### src/rtl/xalu_ise_pkg.sv
`default_nettype none
// ============================================================================
// Module      : xalu_ise_pkg
// Description : Shared constants, encodings and state type for the
//               custom-instruction ALU issue/writeback controller.
// Revision    : 1.0 - initial release
// ============================================================================
package xalu_ise_pkg;

    // Field widths of the ALU request/response
    localparam int FN_W   = 6;
    localparam int IMM_W  = 7;
    localparam int DATA_W = 32;
    localparam int RD_W   = 5;

    // RV32 custom opcode space
    localparam logic [6:0] OPC_CUSTOM_0 = 7'b0001011;
    localparam logic [6:0] OPC_CUSTOM_1 = 7'b0101011;
    localparam logic [6:0] OPC_CUSTOM_2 = 7'b1011011;
    localparam logic [6:0] OPC_CUSTOM_3 = 7'b1111011;

    // Two-bit custom slot encodings, identical to instr[6:5] of each opcode
    localparam logic [1:0] CUSTOM_0 = 2'b00;
    localparam logic [1:0] CUSTOM_1 = 2'b01;
    localparam logic [1:0] CUSTOM_2 = 2'b10;
    localparam logic [1:0] CUSTOM_3 = 2'b11;

    typedef enum logic [1:0] {
        ST_IDLE  = 2'd0,
        ST_ISSUE = 2'd1,
        ST_WB    = 2'd2,
        ST_TRAP  = 2'd3
    } state_e;

    function automatic logic is_custom_opc(input logic [6:0] opc);
        return (opc == OPC_CUSTOM_0) || (opc == OPC_CUSTOM_1) ||
               (opc == OPC_CUSTOM_2) || (opc == OPC_CUSTOM_3);
    endfunction

endpackage
`default_nettype wire

### src/rtl/xalu_ise_dec.sv
`default_nettype none
// ============================================================================
// Module      : xalu_ise_dec
// Description : Combinational decode of a raw RV32 word into the custom-ALU
//               request fields: custom flag, fn, funct7 immediate and rd.
// Revision    : 1.0 - initial release
// ============================================================================
module xalu_ise_dec
    import xalu_ise_pkg::*;
(
    input  logic [31:0]      instr,
    output logic             is_custom,
    output logic [FN_W-1:0]  fn,
    output logic [IMM_W-1:0] imm,
    output logic [RD_W-1:0]  rd
);

    // Source-register fields are not used; operand values arrive separately
    logic unused_fields;
    assign unused_fields = ^instr[24:15];

    // Field extraction; fn packs funct3 with the custom slot number
    always_comb begin
        is_custom = is_custom_opc(instr[6:0]);
        fn        = {1'b0, instr[14:12], instr[6:5]};
        imm       = instr[31:25];
        rd        = instr[11:7];
    end

endmodule
`default_nettype wire

### src/rtl/xalu_ise_issue.sv
`default_nettype none
// ============================================================================
// Module      : xalu_ise_issue
// Description : Issue/writeback controller for the custom-instruction ALU.
//               Accepts one instruction, issues it to the ALU with a
//               watchdog, writes the result back or raises a one-cycle trap.
//               Optional macro XALU_ISE_ISSUE_CNT_EN enables the issue/trap
//               performance counters; otherwise the counter ports read 0.
// Revision    : 1.0 - initial release
// ============================================================================
module xalu_ise_issue
    import xalu_ise_pkg::*;
#(
    parameter int unsigned TIMEOUT = 4
)(
    input  logic              ise_clk,
    input  logic              ise_rst,
    input  logic              instr_valid,
    output logic              instr_ready,
    input  logic [31:0]       instr,
    input  logic [DATA_W-1:0] rs1_data,
    input  logic [DATA_W-1:0] rs2_data,
    output logic [FN_W-1:0]   ise_fn,
    output logic [IMM_W-1:0]  ise_imm,
    output logic [DATA_W-1:0] ise_in1,
    output logic [DATA_W-1:0] ise_in2,
    output logic              ise_val,
    input  logic              ise_oval,
    input  logic [DATA_W-1:0] ise_out,
    output logic              wb_valid,
    input  logic              wb_ready,
    output logic [RD_W-1:0]   wb_rd,
    output logic [DATA_W-1:0] wb_data,
    output logic              trap,
    output logic [DATA_W-1:0] cnt_issue,
    output logic [DATA_W-1:0] cnt_trap
);

    localparam int WD_W = 4;
    localparam logic [WD_W-1:0] WD_LIMIT = WD_W'(TIMEOUT - 1);

    state_e            state_q, state_d;
    logic [WD_W-1:0]   wd_q, wd_d;
    logic [FN_W-1:0]   fn_q, fn_d;
    logic [IMM_W-1:0]  imm_q, imm_d;
    logic [RD_W-1:0]   rd_q, rd_d;
    logic [DATA_W-1:0] in1_q, in1_d;
    logic [DATA_W-1:0] in2_q, in2_d;
    logic [DATA_W-1:0] wb_data_q, wb_data_d;
    logic              ise_val_q, wb_valid_q, trap_q;

    logic              dec_custom;
    logic [FN_W-1:0]   dec_fn;
    logic [IMM_W-1:0]  dec_imm;
    logic [RD_W-1:0]   dec_rd;

    xalu_ise_dec u_dec (
        .instr     (instr),
        .is_custom (dec_custom),
        .fn        (dec_fn),
        .imm       (dec_imm),
        .rd        (dec_rd)
    );

    // Next-state, operand latching, watchdog and result capture
    always_comb begin
        state_d   = state_q;
        wd_d      = wd_q;
        fn_d      = fn_q;
        imm_d     = imm_q;
        rd_d      = rd_q;
        in1_d     = in1_q;
        in2_d     = in2_q;
        wb_data_d = wb_data_q;
        case (state_q)
            ST_IDLE: begin
                if (instr_valid) begin
                    fn_d    = dec_fn;
                    imm_d   = dec_imm;
                    rd_d    = dec_rd;
                    in1_d   = rs1_data;
                    in2_d   = rs2_data;
                    wd_d    = '0;
                    state_d = dec_custom ? ST_ISSUE : ST_TRAP;
                end
            end
            ST_ISSUE: begin
                // A response in the limit cycle still wins over the watchdog
                if (ise_oval) begin
                    wb_data_d = ise_out;
                    state_d   = (rd_q != '0) ? ST_WB : ST_IDLE;
                end else if (wd_q == WD_LIMIT) begin
                    state_d = ST_TRAP;
                end else begin
                    wd_d = wd_q + 1'b1;
                end
            end
            ST_WB: begin
                if (wb_ready) begin
                    state_d = ST_IDLE;
                end
            end
            ST_TRAP: begin
                state_d = ST_IDLE;
            end
            default: begin
                state_d = ST_IDLE;
            end
        endcase
    end

    // State and datapath registers; status outputs registered from next state
    always_ff @(posedge ise_clk or posedge ise_rst) begin
        if (ise_rst) begin
            state_q    <= ST_IDLE;
            wd_q       <= '0;
            fn_q       <= '0;
            imm_q      <= '0;
            rd_q       <= '0;
            in1_q      <= '0;
            in2_q      <= '0;
            wb_data_q  <= '0;
            ise_val_q  <= 1'b0;
            wb_valid_q <= 1'b0;
            trap_q     <= 1'b0;
        end else begin
            state_q    <= state_d;
            wd_q       <= wd_d;
            fn_q       <= fn_d;
            imm_q      <= imm_d;
            rd_q       <= rd_d;
            in1_q      <= in1_d;
            in2_q      <= in2_d;
            wb_data_q  <= wb_data_d;
            ise_val_q  <= (state_d == ST_ISSUE);
            wb_valid_q <= (state_d == ST_WB);
            trap_q     <= (state_d == ST_TRAP);
        end
    end

    // Request fields are only visible while the request is valid
    always_comb begin
        instr_ready = (state_q == ST_IDLE);
        ise_val     = ise_val_q;
        ise_fn      = ise_val_q ? fn_q  : '0;
        ise_imm     = ise_val_q ? imm_q : '0;
        ise_in1     = ise_val_q ? in1_q : '0;
        ise_in2     = ise_val_q ? in2_q : '0;
        wb_valid    = wb_valid_q;
        wb_rd       = rd_q;
        wb_data     = wb_data_q;
        trap        = trap_q;
    end

`ifdef XALU_ISE_ISSUE_CNT_EN
    logic [DATA_W-1:0] cnt_issue_q, cnt_issue_d;
    logic [DATA_W-1:0] cnt_trap_q, cnt_trap_d;

    // Count ALU completions and trap entries; both wrap naturally
    always_comb begin
        cnt_issue_d = cnt_issue_q;
        cnt_trap_d  = cnt_trap_q;
        if ((state_q == ST_ISSUE) && ise_oval) begin
            cnt_issue_d = cnt_issue_q + 1'b1;
        end
        if ((state_d == ST_TRAP) && (state_q != ST_TRAP)) begin
            cnt_trap_d = cnt_trap_q + 1'b1;
        end
    end

    // Counter registers
    always_ff @(posedge ise_clk or posedge ise_rst) begin
        if (ise_rst) begin
            cnt_issue_q <= '0;
            cnt_trap_q  <= '0;
        end else begin
            cnt_issue_q <= cnt_issue_d;
            cnt_trap_q  <= cnt_trap_d;
        end
    end

    assign cnt_issue = cnt_issue_q;
    assign cnt_trap  = cnt_trap_q;
`else
    assign cnt_issue = '0;
    assign cnt_trap  = '0;
`endif

endmodule
`default_nettype wire

### config.mk
export PLATFORM = sky130hd
export DESIGN_NAME = xalu_ise_issue
export DESIGN_NICKNAME = d
export VERILOG_FILES = /design/src/rtl/xalu_ise_pkg.sv /design/src/rtl/xalu_ise_dec.sv /design/src/rtl/xalu_ise_issue.sv
export SDC_FILE = /design/constraint.sdc
export NUM_CORES = 1
export LEC_CHECK = 0
export ABC_CLOCK_PERIOD_IN_PS = 3600
export CORE_ASPECT_RATIO = 1.1
export CORE_MARGIN = 1.5
export CORE_UTILIZATION = 25
export CTS_CLUSTER_SIZE = 30
export DETAILED_ROUTE_END_ITERATION = 7
export GPL_TIMING_DRIVEN = 0
export PLACE_DENSITY = 0.56
export SETUP_SLACK_MARGIN = 0.2
export SYNTH_ARGS = -nofsm -noshare
export SYNTH_HDL_FRONTEND = slang
export SYNTH_HIERARCHICAL = 1
export SYNTH_SLANG_ARGS = --single-unit
### constraint.sdc
create_clock -name ise_clk -period 3.6 [get_ports ise_clk]
set_clock_uncertainty 0.05 [all_clocks]
set_input_delay 0.54 -clock ise_clk [delete_from_list [all_inputs] [get_ports ise_clk]]
set_output_delay 0.54 -clock ise_clk [all_outputs]
set_load 0.01 [all_outputs]
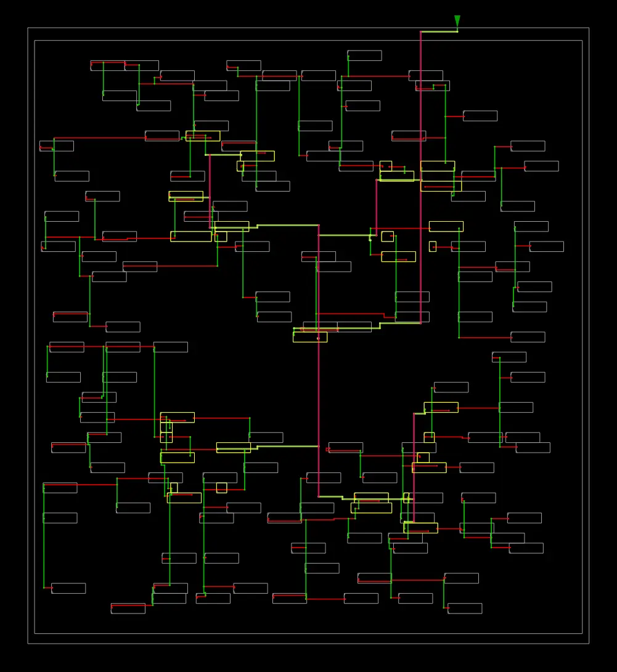
clocks.png
flop count: 123
Num Clock Sinks: 123
CTS Buf Count: 17
clk pwr: 1.76 mW
clk_buf instances: 18

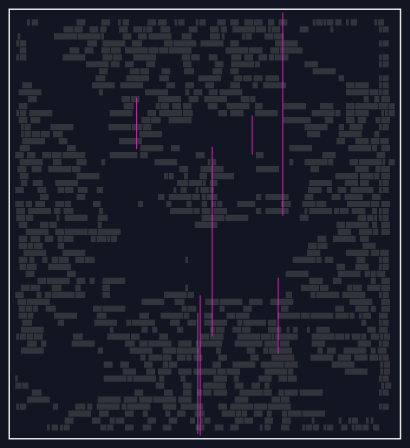
layer_met4.png
longest straight run = 78.9 µm
share of all routed wire = 2.0%
nets with wire on the layer = 4
final wirelength: 15600 µm
vias: 4115

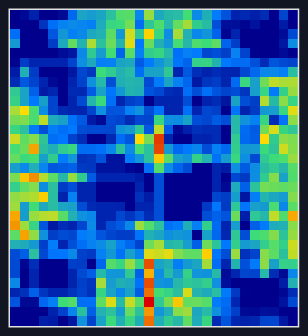
metal_density.png
30 x 33 tiles, from dark blue (low) to red (high), scaled to the fullest tile. Values are wire area over tile area, all layers added.
tiles over half the peak = 16%
fullest tile = 0.37
mean over tiles = 0.10
total global-route track usage: 0.125
routed len/inst: 14.4 µm

==> GITHUB_STEP_SUMMARY <==
### Metrics collected by this job

| Metric | Value |
|---|---|
| Crit Path Max Fanout | 10 |
| Dominant flop cell | dfrtp_1 |
| # setup viols final | 0 |
| Net Switching | 2.23 mW |
| Adders+Majority by Area | 0.00206 |
| P&R area growth vs syn | 57.9% |
| Core area | 23800 µm² |
| Worst EP arrival | 2.45 ns |
| RSZ-0062 raised after global routing | false |
| Init Core Util | 0.256 |
| Finished Layout Cells | approximately 1100 |
| Fin nets | about 900 |
| Die ar. | 25300 µm² |
| CTS root buf | clkbuf_16 |
| Post-synthesis chip area from yosys | 6090 µm² |
| Worst path depth | 4 |
| Chip height | roughly 170 µm |
| Comb pwr | 3.28 mW |
| Pre-CTS setup slack | 0.870 ns |
| CP Capture Type | primary output |
| CTS clk-pin slew, worst paths | 0.06 ns |
| Gr ovfl total | 0 |
| Register share of total power | 0.325 |
| Status | finished, final reports clean |
| Type of the worst setup path | register to primary output |
| Simple-gate share of the synthesized area | 0.0993 |
| Core Rows | approximately 60 |
| Final Cell Area | 9610 µm² |
| Log Warnings | 36 |
| Area leader share | 0.506 |
| Fin. Hold Viols | 0 |
| Mux share | 0.249 |
| Peak VDD IR | 0.347 mV |
| Fmax | 329 MHz |
| Placed wire-length estimate | 11700 µm |
| Seq. pwr | 2.42 mW |
| AND-OR/OR-AND share of the synthesized area | 0.0142 |
| Yosys xor share | 0.00288 |
| Largest net degree at the start of global routing | 38 |
| Number of vias per cell | around 3.8 |
| Worst-path cell chain | clkbuf_1 > clkbuf_1 > and2_1 > clkdlybuf4s50_1 |
| # DRC | 0 |
| Rel. slew slack | 0.539 |
| Dominant power group | combinational cells |
| Mapped Cells | ~460 |
| H-Tree Depth | 4 |
| Count of library flops with an enable pin | 0 |
| Final Cycle Share | 0.845 |
| Die width | 152 µm |
| CTS Buffer Depth | 2 |
| P_leak | 4.33 nW |
| Post-CTS Hold Buffers | 0 |
| Top Layout Cells | 224 x clkdlybuf4s50_1, 123 x dfrtp_1, 83 x buf_4 |
| Post_cts resized | 0 |
| Mapped Area | 6090 µm² |
| Comb pwr share | 0.440 |
| Vias in the first global route | 4070 |
| CTS tree | yes |
| Crit path DRT | about 3 ns |
| Dominant comb cell | multiplexers |
| Placer's final routability congestion estimate | around 0.70 |
| Hold crit path type | primary input to register |
| Crit path time final | 3.04 ns |
| Largest stage delay, worst path | 0.55 ns |
| CP Launch Point | ise_val$_DFF_PP0_ |
| IO buf count | 224 |
| FF-to-FF End | in1_q[5]$_DFFE_PP0P_ |
| R2r startpoint | state_q[0]$_DFF_PP0_ |
| N_diodes | 0 |
| Top cells by area | dfrtp_1 51%, mux2_4 15%, buf_4 10% |
| Ys flops | about 120 |
| Top cells by count | 123 x dfrtp_1, 83 x buf_4, 78 x and2_1 |
| Clock power frac | 0.236 |
| Yosys stat cell total | 455 |
| Power Total | 7.46 mW |
| Cell Pwr Density | 776 nW/µm² |
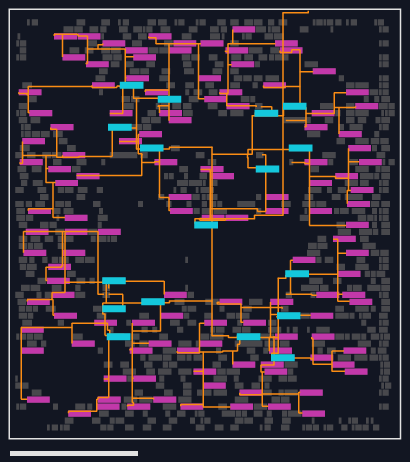
clk_routes.png
Scale bar: 50 µm.
magenta -> flip-flops  # count 123
orange -> clock wires  # length 2060 µm
cyan -> clock drivers  # count 17
flops lie = all over the die
routed clock nets = 18

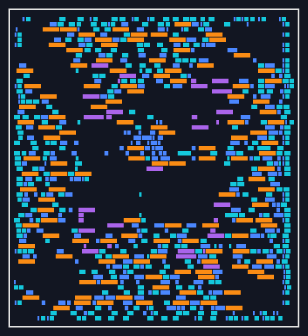
placement_by_type.png
blue -> combinational and other logic  # cells 292
cyan -> remaining buffers and delay cells  # cells 330
purple -> clock drivers and dummy loads  # cells 32
orange -> sequential cells  # cells 123

-- layer usage --
| metal | track usage | routed length, µm |
|---|---|---|
| met5 | 0 | 0 |
| met4 | 0.0514 | 317 |
| met3 | 0.0433 | 1330 |
| met2 | 0.203 | 7560 |
| met1 | 0.150 | 6410 |
-- registers in the layout (all words and copies together) (netlist names) --
| register | flops |
|---|---|
| wb_data | 32 |
| wd_q | 4 |
| imm_q | 7 |
| trap | 1 |
| in2_q | 32 |
| wb_rd | 5 |
| wb_valid | 1 |
| fn_q | 6 |
| state_q | 2 |
| ise_val | 1 |
| in1_q | 32 |
-- layout make-up --
class                      count  area (µm²)
sequential                   123        3080
clock inverter                14         173
clock buffer                  18         429
buffer                       103         757
fill                        2334       14200
multi-input combinational    290        2480
tap                          305         382
inverter                       2        11.3
timing repair buffer         227        2300
No activity file was given, so power comes from the tool's default toggle rates.
